**config.mk**
```make
export PLATFORM = sky130hd
export DESIGN_NAME = wide_lzc_sequencer
export DESIGN_NICKNAME = d
export VERILOG_FILES = /design/src/rtl/wide_lzc_defs_pkg.sv /design/src/rtl/wide_lzc_sequencer_lzc.sv /design/src/rtl/wide_lzc_sequencer.sv
export SDC_FILE = /design/constraint.sdc
export NUM_CORES = 1
export LEC_CHECK = 0
export CORE_MARGIN = 4
export CORE_UTILIZATION = 52
export CTS_BUF_LIST = sky130_fd_sc_hd__clkbuf_8
export DETAILED_ROUTE_END_ITERATION = 16
export PLACE_DENSITY = 0.82
export SYNTH_ARGS = -nofsm -noshare
export SYNTH_HDL_FRONTEND = slang
export SYNTH_SLANG_ARGS = --single-unit
```
**constraint.sdc**
```tcl
create_clock -name clk -period 3.45 [get_ports clk]
set_input_delay 0.69 -clock clk [delete_from_list [all_inputs] [get_ports clk]]
set_output_delay 0.69 -clock clk [all_outputs]
set_load 0.01 [all_outputs]
```
**src/rtl/wide_lzc_defs_pkg.sv**
```systemverilog
// Shared state encoding and size helpers for the wide leading-zero sequencer.
package wide_lzc_defs;

    typedef enum logic [1:0] {
        ST_IDLE = 2'd0,
        ST_SCAN = 2'd1,
        ST_DONE = 2'd2
    } state_e;

    localparam int unsigned DEF_DATA_W  = 128;
    localparam int unsigned DEF_CHUNK_W = 32;

    // Number of chunks scanned for a given operand/chunk width pair.
    function automatic int unsigned num_chunks(input int unsigned data_w,
                                               input int unsigned chunk_w);
        return data_w / chunk_w;
    endfunction

    // Chunk index width, never narrower than one bit.
    function automatic int unsigned idx_width(input int unsigned n);
        return (n > 1) ? $clog2(n) : 1;
    endfunction

    localparam int unsigned NUM_CHUNKS = num_chunks(DEF_DATA_W, DEF_CHUNK_W);
    localparam int unsigned IDX_W      = idx_width(NUM_CHUNKS);

endpackage

```
**src/rtl/wide_lzc_sequencer_lzc.sv**
```systemverilog
// Narrow combinational leading-zero counter; returns WI_SZ for an all-zero input.
module leading_zero_cnt #(
    parameter int unsigned WI_SZ = 32,
    parameter int unsigned WO_SZ = $clog2(WI_SZ) + 1
) (
    input  logic [WI_SZ-1:0] in_vec,
    output logic [WO_SZ-1:0] lz_cnt_c
);

    logic found;

    // Priority scan from the MSB; the first set bit fixes the count.
    always_comb begin
        lz_cnt_c = WO_SZ'(WI_SZ);
        found    = 1'b0;
        for (int i = WI_SZ - 1; i >= 0; i--) begin
            if (!found && in_vec[i]) begin
                lz_cnt_c = WO_SZ'(WI_SZ - 1 - i);
                found    = 1'b1;
            end
        end
    end

endmodule

```
**src/rtl/wide_lzc_sequencer.sv**
```systemverilog
// Multi-cycle leading-zero counter: scans a wide operand MSB chunk first,
// stopping at the first non-zero chunk, behind valid/ready on both sides.
module wide_lzc_sequencer
    import wide_lzc_defs::*;
#(
    parameter int unsigned DATA_W  = 128,
    parameter int unsigned CHUNK_W = 32,
    parameter int unsigned CNT_W   = $clog2(DATA_W) + 1
) (
    input  logic              clk,
    input  logic              rst_n,
    input  logic              in_valid,
    output logic              in_ready,
    input  logic [DATA_W-1:0] in_data,
    output logic              out_valid,
    input  logic              out_ready,
    output logic [CNT_W-1:0]  out_count,
    output logic              out_zero,
    output logic              busy
);

    localparam int unsigned NCHUNK = num_chunks(DATA_W, CHUNK_W);
    localparam int unsigned IW     = idx_width(NCHUNK);
    localparam int unsigned LZ_W   = $clog2(CHUNK_W) + 1;

    state_e              state_q, state_d;
    logic [DATA_W-1:0]   shreg_q, shreg_d;
    logic [IW-1:0]       idx_q, idx_d;
    logic [CNT_W-1:0]    acc_q, acc_d;
    logic [CNT_W-1:0]    out_count_q, out_count_d;
    logic                out_zero_q, out_zero_d;
    logic                out_valid_q, out_valid_d;
    logic                busy_q, busy_d;
    logic [LZ_W-1:0]     lz_c;

    leading_zero_cnt #(
        .WI_SZ (CHUNK_W),
        .WO_SZ (LZ_W)
    ) u_lzc (
        .in_vec   (shreg_q[DATA_W-1 -: CHUNK_W]),
        .lz_cnt_c (lz_c)
    );

    // Ready is a state decode, held low while reset is asserted.
    assign in_ready  = rst_n && (state_q == ST_IDLE);
    assign out_valid = out_valid_q;
    assign out_count = out_count_q;
    assign out_zero  = out_zero_q;
    assign busy      = busy_q;

    // Next-state, datapath and output-register computation.
    always_comb begin
        state_d     = state_q;
        shreg_d     = shreg_q;
        idx_d       = idx_q;
        acc_d       = acc_q;
        out_count_d = out_count_q;
        out_zero_d  = out_zero_q;

        case (state_q)
            ST_IDLE: begin
                if (in_valid) begin
                    shreg_d = in_data;
                    idx_d   = '0;
                    acc_d   = '0;
                    state_d = ST_SCAN;
                end
            end
            ST_SCAN: begin
                if (lz_c != LZ_W'(CHUNK_W)) begin
                    out_count_d = acc_q + CNT_W'(lz_c);
                    out_zero_d  = 1'b0;
                    state_d     = ST_DONE;
                end else if (idx_q == IW'(NCHUNK - 1)) begin
                    out_count_d = CNT_W'(DATA_W);
                    out_zero_d  = 1'b1;
                    state_d     = ST_DONE;
                end else begin
                    acc_d   = acc_q + CNT_W'(CHUNK_W);
                    shreg_d = shreg_q << CHUNK_W;
                    idx_d   = idx_q + IW'(1);
                end
            end
            ST_DONE: begin
                if (out_ready) begin
                    state_d = ST_IDLE;
                end
            end
            default: state_d = ST_IDLE;
        endcase

        out_valid_d = (state_d == ST_DONE);
        busy_d      = (state_d != ST_IDLE);
    end

    // State and datapath registers with synchronous active-low reset.
    always_ff @(posedge clk) begin
        if (!rst_n) begin
            state_q     <= ST_IDLE;
            shreg_q     <= '0;
            idx_q       <= '0;
            acc_q       <= '0;
            out_count_q <= '0;
            out_zero_q  <= 1'b0;
            out_valid_q <= 1'b0;
            busy_q      <= 1'b0;
        end else begin
            state_q     <= state_d;
            shreg_q     <= shreg_d;
            idx_q       <= idx_d;
            acc_q       <= acc_d;
            out_count_q <= out_count_d;
            out_zero_q  <= out_zero_d;
            out_valid_q <= out_valid_d;
            busy_q      <= busy_d;
        end
    end

endmodule

```
**Run 1: floorplan with the power grid**

Bar = 20 microns. Pins as bars on the die edge. Tap cells in grey.
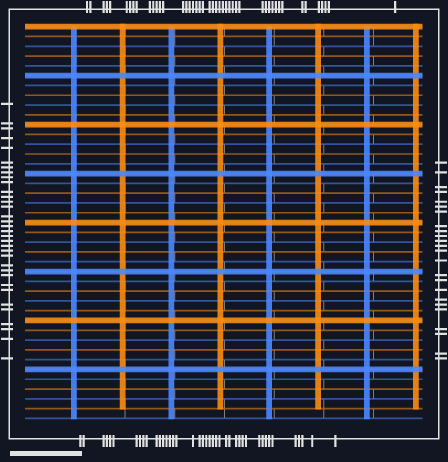
| net | colour |
|---|---|
| VSS | blue |
| VDD | orange |
signal pins: 144
met4 straps: 8
rows: 40
tap cells: 147

**Run 1: cell classes on the final placement**

Bar = 20 microns.
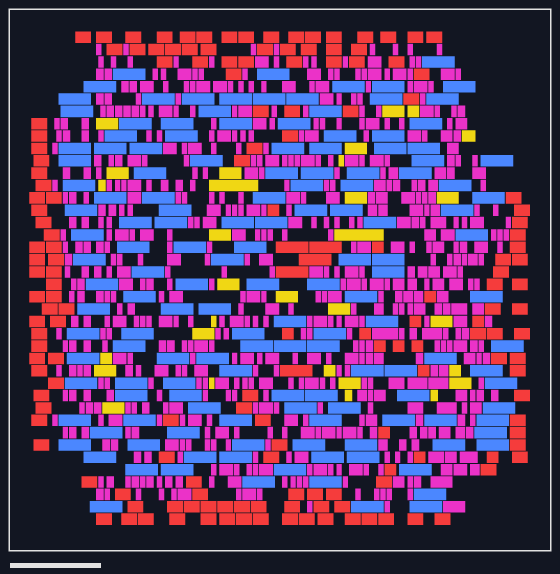
| class | colour | cells | share of their area |
|---|---|---|---|
| registers | blue | 146 | 36% |
| remaining logic cells | magenta | 618 | 39% |
| remaining buffers and delay cells | red | 163 | 20% |
| clock drivers and dummy loads | yellow | 30 | 4.4% |

==> flow_metrics.py, run 1 <==
# Flow results
metrics = {
    "power": {
        "clkPwrFrac_pct": 32.1,
        "power_frac_comb_pct": 18.3,
        "pg_seq_uw": 1920,
        "p_seq_share_pct": 49.6,
        "p_per_area_mw_per_mm2": 466,
        "power.switching_uw": 1080,
    },
    "synthesis": {
        "ys_types": 41,
        "ys_sh_aoi_pct": 20.1,
        "netlist_area_sq_mm": 0.00639,
        "yosysWarningCount": 0,
        "yosys_register_bits": 146,
        "mux_area_share_pct": 0,
        "topCombFamilyByArea": "simple AND/OR/NAND/NOR gates",
        "simple_gate_area_share_pct": 27.7,
        "ys_cells": 834,
        "syn_nets": 970,
        "adder_share_pct": 0.783,
    },
    "detailed_routing": {
        "wire_per_inst_microns": 15.5,
        "drc": 0,
        "drt-met1-wl_mm": 7.50,
        "firstDrtPassIters": 7,
        "routed-wl-met3_mm": 1.12,
        "drt-initial-drc-count": 636,
        "avgViaCountPerCell": 5.68,
        "routed.top_layer": "met4",
    },
    "global_route": {
        "grt-busiest-layer": "met2",
        "track_usage_pct": 24.0,
    },
    "sta": {
        "slew_headroom_pct": 35.9,
        "worstMarginPinSlew_ns": 0.937,
        "fmax_mhz": 329,
        "holdWs_ns": 0.471,
        "setup_tns_ns": 0,
        "layout_setup_ws_ns": 0.411,
    },
    "critical_path": {
        "worst_ep_arrival_time_ns": 3.36,
        "worst-path-stages": 7,
    },
    "cells_and_area": {
        "seq_cell_count": 146,
        "logic_gates": 609,
        "drive_gt1_share_pct": 5.54,
        "fin_nets": 1082,
        "diodes": 0,
        "buf_share_pct": 19.8,
        "clk_share_pct": 4.33,
        "combGateArea_sq_mm": 0.00315,
    },
    "placed_design": {
        "placed_area_sq_mm": 0.00794,
        "pre_cts_slack_ns": 0.424,
        "port_buffers": 143,
        "place_congestion": 0.897,
    },
    "run_status": {
        "outcome": "finished clean",
    },
    "cts": {
        "clock_tree.buffer_depth": 2,
        "post_cts_buffers": 0,
        "cts_htree_levels": 4,
    },
    "job": {
        "tool_warnings": 26,
    },
    "floorplanning": {
        "fp_util_pct": 53.2,
    },
}
**Run 1: clock distribution**

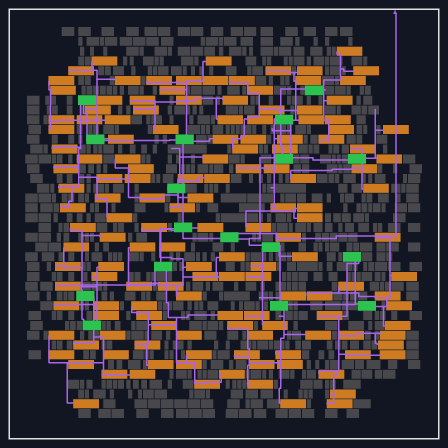
[flip-flops] orange | count: 146
[clock-net drivers] green | count: 17
[clock wires] purple | length: 1620 microns
flops lie: all over the die
routed clock nets: 18

**Run 1: wiring by layer**

Bar = 20 microns. Only two layers are drawn.
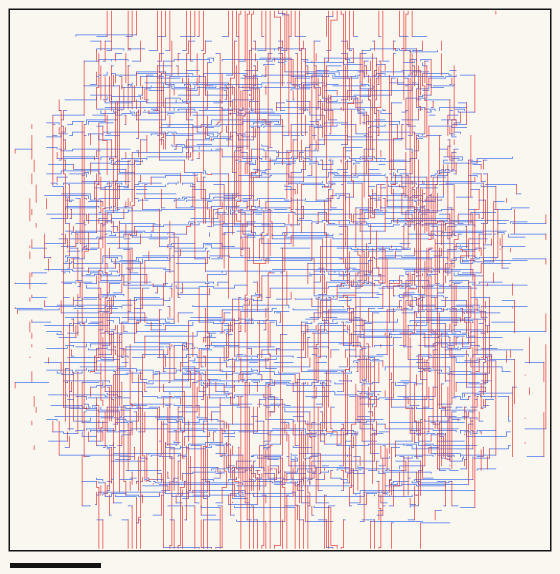
| layer | colour | wire length |
|---|---|---|
| M2 | red | 8180 microns |
| M1 | blue | 7500 microns |

## run 1: cells in the final DEF, fill, tap and decap left out, types with 2 or more instances in the layout
cell type / n
a21oi_1: 42
a22oi_1: 2
a311oi_1: 96
a32o_1: 2
buf_12: 5
buf_4: 15
bufinv_16: 2
clkbuf_8: 17
clkdlybuf4s50_1: 143
clkinv_2: 3
clkinvlp_4: 4
dfxtp_1: 146
ha_1: 4
inv_1: 11
nand2_1: 235
nand2b_1: 2
nand3_1: 39
nand4_1: 2
nor2_1: 120
nor3_1: 13
nor3b_1: 3
nor4_1: 7
o211ai_1: 2
o21ai_0: 3
o21ai_1: 3
o21bai_1: 4
o31ai_1: 5
or4_1: 5
xnor2_1: 2
## run 1: synthesized netlist by cell type
cell       count  area (sq um)
or4b_2         1          10.0
nand4_1        2          12.5
buf_1          1          3.75
and2_1         1          6.26
ha_1           4          50.1
nor4_1         7          43.8
nand2b_1       3          18.8
o211ai_1       2          15.0
or2_1          1          6.26
a311o_1        1          10.0
or4_1          5          37.5
xnor2_1        2          17.5
or3_1          1          6.26
o311ai_0       1          8.76
a21oi_1       42           210
o21bai_1       4          30.0
o21ai_1        4          20.0
a311oi_1      96           841
o31ai_1        5          37.5
nand3_1       39           195
a211oi_1       1          7.51
nor3_1        13          65.1
a22oi_1        2          15.0
a211o_1        1          8.76
o21ai_0        3          15.0
conb_1         1          3.75
o311a_1        1          10.0
o221a_2        1          11.3
nand2_1      235           882
buf_2         10          50.1
dfxtp_1      146          2920
nor2b_1        2          12.5
a32o_1         2          20.0
a2111oi_0      1          8.76
inv_1          9          33.8
a31oi_1        1          6.26
nor3b_1        3          22.5
buf_4         10          75.1
clkbuf_1      49           184
o21a_1         1          7.51
nor2_1       120           450
**Run 1: placement view**

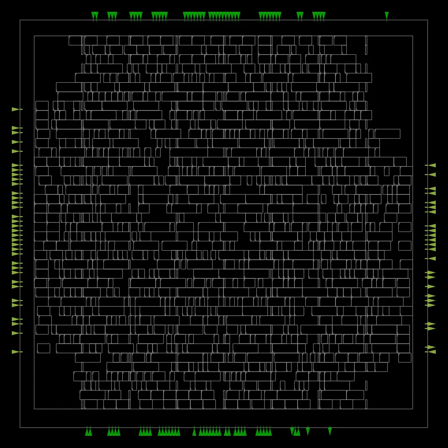

==> run 2, diff against run 1 <==
Settings changed: GPL_ROUTABILITY_DRIVEN from default to 0.
Clock period 3.45 ns to 3.3 ns, I/O delays scaled along.
**Run 2: placement view**

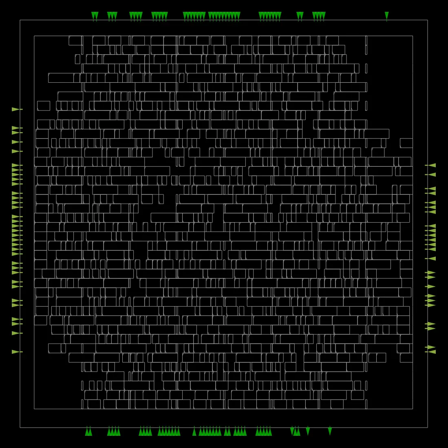
fin cells: 1101
filler instances: 1028
flop share of the area: 35.4%
Tapcell Cnt: 147
Final Util: 68.7%

==> run 2 against run 1 <==
  * Cell count is 0.27% lower
  * Non-clock buffer count down 5
  * Critical path depth is the same
  * Largest cell class unchanged
  * Largest power group unchanged
==> flow_metrics.py, run 2 <==
# Flow results
metrics = {
    "run_status": {
        "outcome": "finished clean",
    },
    "cells_and_area": {
        "mostFrequentLayoutCell": "nand2_1",
        "diodes": 0,
        "drive_gt1_share_pct": 5.14,
        "fin_nets": 1077,
        "lay_top_cells": "235 x nand2_1, 146 x dfxtp_1, 143 x clkdlybuf4s50_1",
    },
    "global_route": {
        "track_usage_pct": 23.7,
        "grt_pass1_wl_mm": 27.4,
        "grt_pass1_vias": 5651,
        "grt-ovfl-total": 0,
        "grt_max_degree": 98,
    },
    "detailed_routing": {
        "avgViaCountPerCell": 5.68,
        "drt-initial-drc-count": 640,
        "drc": 0,
        "wl_mm": 16.9,
        "firstDrtPassIters": 5,
        "wire_per_inst_microns": 15.4,
    },
    "synthesis": {
        "syn_nets": 970,
        "yosys_register_bits": 146,
        "top_cell_area_share_pct": 45.7,
        "synth.most_common_cell": "nand2_1",
        "ys_seq_share_pct": 45.7,
        "yosysWarningCount": 0,
        "flop_cell": "dfxtp_1",
        "netlist_top_cells_area": "dfxtp_1 46%, nand2_1 14%, a311oi_1 13%, nor2_1 7.0%, a21oi_1 3.3%",
        "ys_cells": 834,
        "async_flop_share_pct": 0,
        "edf_count": 0,
        "ys_top_cells_by_count": "235 x nand2_1, 146 x dfxtp_1, 120 x nor2_1",
        "yosysTopAreaCell": "dfxtp_1",
        "netlist_area_sq_mm": 0.00639,
        "ys_types": 41,
    },
    "sta": {
        "finalSetupViolCount": 0,
        "setup_tns_ns": 0,
        "worstMarginPinSlew_ns": 0.856,
        "slew_headroom_pct": 41.4,
        "fmax_mhz": 329,
    },
    "cts": {
        "cts.sinks": 146,
        "cts_htree_levels": 4,
        "post_cts_buffers": 0,
        "clock_tree.buffer_depth": 2,
    },
    "placed_design": {
        "port_buffers": 143,
    },
    "power": {
        "p_per_area_mw_per_mm2": 484,
        "vdd_ir_drop_max_v": 0.000244,
    },
    "critical_path": {
        "worst_ep_arrival_time_ns": 3.37,
        "startpoint": "shreg_q[108]$_SDFFE_PN0P_",
    },
    "job": {
        "tool_warnings": 26,
    },
    "floorplanning": {
        "fp_util_pct": 53.2,
        "die_w_microns": 119,
    },
    "hold_path": {
        "min_path_cells": 2,
    },
}
**Run 2: floorplan with the power grid**

Bar = 20 microns. Pins as bars on the die edge. Tap cells in grey.
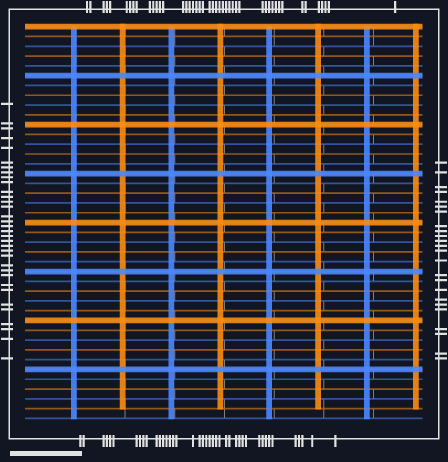
| net | colour |
|---|---|
| VDD | orange |
| VSS | blue |
rows: 40
signal pins: 144

-- run 2: cell counts after synthesis --
No cell type changed its count.
-- run 2: area by class of cell --
type / count / area [sq um] / area share, %
clock buffers: 24 / 330 / 4.00
well taps: 147 / 184 / 2.23
inverters: 9 / 36.3 / 0.440
flip-flops and latches: 146 / 2920 / 35.4
clock inverters: 8 / 35.0 / 0.425
multi-input cells: 609 / 3150 / 38.2
repair buffers: 158 / 1590 / 19.3
-- run 2: cells by family after synthesis --
logic type	after synthesis	share of synthesized area (%)
AND-OR/OR-AND	169	20.1
flip-flops	146	45.7
other	1	0.0587
buffers and inverters	79	5.42
XOR/XNOR	2	0.274
adder cells (fa/ha/maj)	4	0.783
AND/OR/NAND/NOR	433	27.7
-- run 2: stage by stage --
step	hold slack, ns	worst slack (ns)	area [sq um]	util (%)	power (uW)
floorplan	0.442	0.721	6390	-	2460
global route	0.488	0.114	8250	68.7	4190
detailed placement	0.453	0.327	7890	65.7	2760
finish	0.459	0.263	8250	68.7	3990
global placement	0.448	0.394	7890	65.7	2740
CTS	0.463	0.268	8250	68.7	4000
-- run 2: per-layer routing --
layer	share of wire (%)	GRT usage [%]	up-vias	wire [microns]
li1	-	-	3153	-
met1	44	32.0	2852	7490
met2	48	37.5	218	8080
met3	5.8	4.42	33	988
met4	2.3	9.92	0	386
met5	0	0	-	0
-- run 2: power breakdown --
group	internal (uW)	switching, uW
clock	646	615
sequential	1910	97.5
combinational	346	378
-- run 2: critical path, delay by kind of cell, from the launching register on --
| family | cells | cell delay [ns] |
|---|---|---|
| simple gates | 4 | 1.55 |
| flops | 1 | 0.33 |
| compound gates | 2 | 0.69 |
| buf+inv | 1 | 0.35 |
Power figures rest on the tool's default switching activity, not on a simulated workload.
